==> config.mk <==
export PLATFORM = sky130hd
export DESIGN_NAME = dmem_arbiter
export DESIGN_NICKNAME = d
export VERILOG_FILES = /design/src/rtl/dmem_arbiter.sv
export SDC_FILE = /design/constraint.sdc
export NUM_CORES = 1
export LEC_CHECK = 0
export ABC_AREA = 1
export CAP_MARGIN = 15
export CORE_AREA = 4 4 113 115
export DETAILED_ROUTE_END_ITERATION = 10
export DIE_AREA = 0 0 117 119
export PLACE_DENSITY_LB_ADDON = 0.3
export SLEW_MARGIN = 10
export SYNTH_ARGS = -nofsm -noshare
export SYNTH_HDL_FRONTEND = slang
export SYNTH_SLANG_ARGS = --single-unit
==> constraint.sdc <==
create_clock -name clk -period 4.3 [get_ports clk]
set_input_delay 0.86 -clock clk [delete_from_list [all_inputs] [get_ports clk]]
set_output_delay 0.86 -clock clk [all_outputs]
set_load 0.03 [all_outputs]
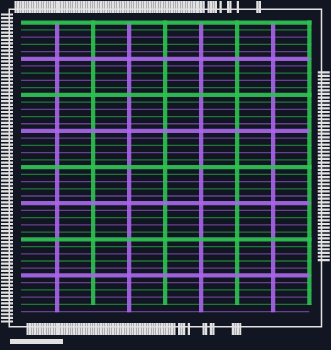
(supply network)
Bar = 20 microns. Pins as bars on the die edge.
[purple] VSS
[green] VDD
met4 straps: 8
met5 straps: 8
rows: 40
signal pins: 300
met1 rails: 41
Max VDD drop: 0.162 mV
core footprint: 11800 sq um
die height: 119 microns
DIE WIDTH: 117 microns

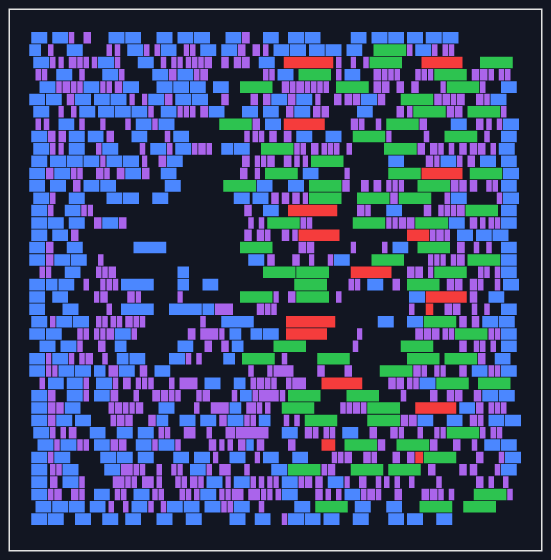
(cell classes on the final placement)
[blue] other buffers and delay cells | cells: 310
[red] clock drivers and dummy loads | cells: 16
[purple] combinational and other logic | cells: 570
[green] flops | cells: 70
Seq area share: 0.186
fin util: 0.637
row count: 40
final instance area: 7530 sq um

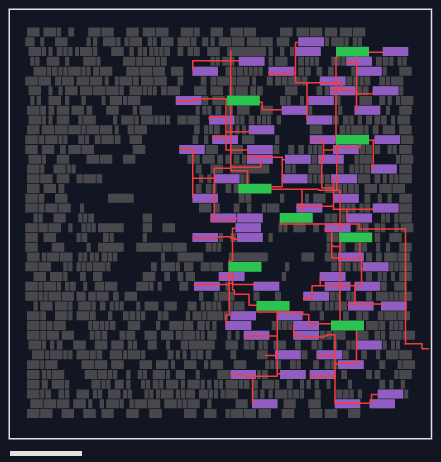
(clock network drawn from the DEF)
Bar = 20 microns.
[red] clock wires | length: 885 microns
[purple] flip-flops | count: 70
[green] clock drivers | count: 9
routed clock nets: 10
Worst Clk Skew: 0.00225 ns
Clk. pwr: 0.852 mW
share of total power in the clock network: 0.414
worst-skew pair later-pin latency: 0.32 ns

==> results_dict.tcl <==
# yosys + openroad results
set metrics [dict create \
    num_io_pins 300 \
    final_cell_mix "clkdlybuf4s50_1 (286), nor2_1 (173), nand2_1 (92), inv_1 (87), o21ai_0 (80)" \
    p_per_area_nw_per_um2 273 \
    cp_cell_sequence "clkdlybuf4s50_1, inv_1, nor2_8, nor2_2, inv_1, buf_4, o21ai_0, nor2_1, clkdlybuf4s50_1" \
    antenna_left 0 \
    synth_top_cell_by_area "dfxtp_1" \
    cp.required_ns 3.44 \
    ys_seq_frac 0.338 \
    clk_path_buf_depth 2 \
    grt_pass1_vias 4950 \
    globalplace.congestion 0.928 \
    grt_pass1_wl_mm 25.2 \
    critPathCaptureType "output port" \
    slowest_delay_ns 0.68 \
    drive_above_1_share 0.0518 \
    finalSetupViolCount 0 \
    syn_avg_cell_area_sq_um 6.01 \
    post_cts_buffers 0 \
    max_slew.worst_pin.slew_ns 1.01 \
    fin_crit_ns 4.05 \
    rsz0062_at_grt "no" \
    io_buffers 299 \
    slew_headroom 0.324 \
    ys_chip_area_sq_um 4150 \
    ys_cells 690 \
    grt_max_degree 70 \
    dieArea_sq_um 13900 \
    edf_count 0 \
    ctsResizeCount 0 \
    finalMaxSlewViolations 0 \
    track_usage 0.231 \
    total_power_mw 2.05 \
    fin_nets 1129 \
    cts.htree.levels 3 \
    hold_class "reg2reg" \
    worstSetupStartpointType "primary input" \
    lay_top_count "clkdlybuf4s50_1" \
    final-instance-count-excl-fill 1114 \
    yosys_warnings 0 \
    fill_cells 1096 \
    root_buffer "clkbuf_16" \
    antenna_found_initial 1 \
    crit_fanout 43 \
    vias_per_cell 4.66 \
    crit_arrival_ns 3.19 \
    cts_buffers 9 \
    crit_buf_inv 5 \
    synthTopCellsByArea "dfxtp_1 (34%), nor2_1 (16%), o21ai_0 (9.7%)" \
    holdPathStages 1 \
    cap_violations 0 \
    ys_types 23 \
    ys.flop_type "dfxtp_1" \
    async_reset_ff_frac 0 \
    placed_cells 1097 \
    drc 0 \
    wl_mm 16.7 \
    fp_util 0.351 \
    areaGrowthSynthToFinish_pct 81.6 \
    status "finished clean" \
    leakagePower_nw 2.91 \
    most_common_cell "nor2_1" \
    wl_per_cell_microns 14.9 \
    warning_count 27 \
    fp_nets 858 \
    crit_type "in2out" \
    rrSetupSlack_ns 1.76 \
    finalSetupTns_ns 0 \
    hold_viol 0 \
    first_iter_violations 370 \
    overflow 0 \
    worstSetupPathDepth 9 \
    syn-cell-area_sq_um 4150 \
    whs_ns 0.449 \
    max_freq_mhz 247 \
    dr.pass1.iters 5 \
    cts_tree "yes" \
    hpwl_mm 12.8 \
    cts_hold_buf 0 \
    top_area_frac 0.338 \
    reg2regPathDepth 15 \
]
## metal layers
metal  vias to the layer above  global-route usage  part of all wire
met5                         -                   0                 0
met4                         0              0.0839             0.028
met3                        28              0.0889             0.091
met2                       231               0.401              0.51
met1                      2234               0.251              0.37
li1                       2701                   -                 -
## area by class of cell
cell class / count / area (sq um) / share of cell area
Clock inverter: 6 / 109 / 0.0145
Tap cell: 147 / 184 / 0.0244
Timing Repair Buffer: 310 / 3100 / 0.412
Sequential cell: 70 / 1400 / 0.186
Clock buffer: 10 / 239 / 0.0317
Inverter: 89 / 334 / 0.0444
Antenna cell: 1 / 2.50 / 0.000332
Multi-Input combinational cell: 481 / 2160 / 0.286
## report_power, final
group          internal, mW  total [mW]  switching, mW
logic                 0.266       0.537          0.271
clock network         0.581       0.852          0.271
registers             0.661       0.666        0.00522
## logic make-up after synthesis
family          synth area share
simple gates               0.321
compound gates             0.188
buf+inv                    0.144
flops                      0.338
fa+ha+maj                0.00604
xor+xnor                 0.00211
## through the flow
stage / cell area [sq um] / util / worst slack, ns
finish: 7530 / 0.637 / 0.248
global route: 7530 / 0.637 / 0.156
CTS: 7530 / 0.637 / 0.267
detailed placement: 7180 / 0.608 / 0.287
global placement: 7180 / 0.608 / 0.276
floorplan: 4150 / - / 0.742
## worst register-to-register path, cell delays in order, from the launching register on
cell and delay, ns:
dfxtp_1 0.35, inv_1 0.05, ha_1 0.18, nand2_1 0.13, nand2_2 0.09, nand2_4 0.16
buf_4 0.24, nand2_1 0.07, nand2_1 0.08, nand2_1 0.08, nor2_1 0.11, nand2_1 0.10
nor2_4 0.10, buf_4 0.36, nand3_1 0.20, a21oi_1 0.18
Power figures rest on the tool's default switching activity, not on a simulated workload.
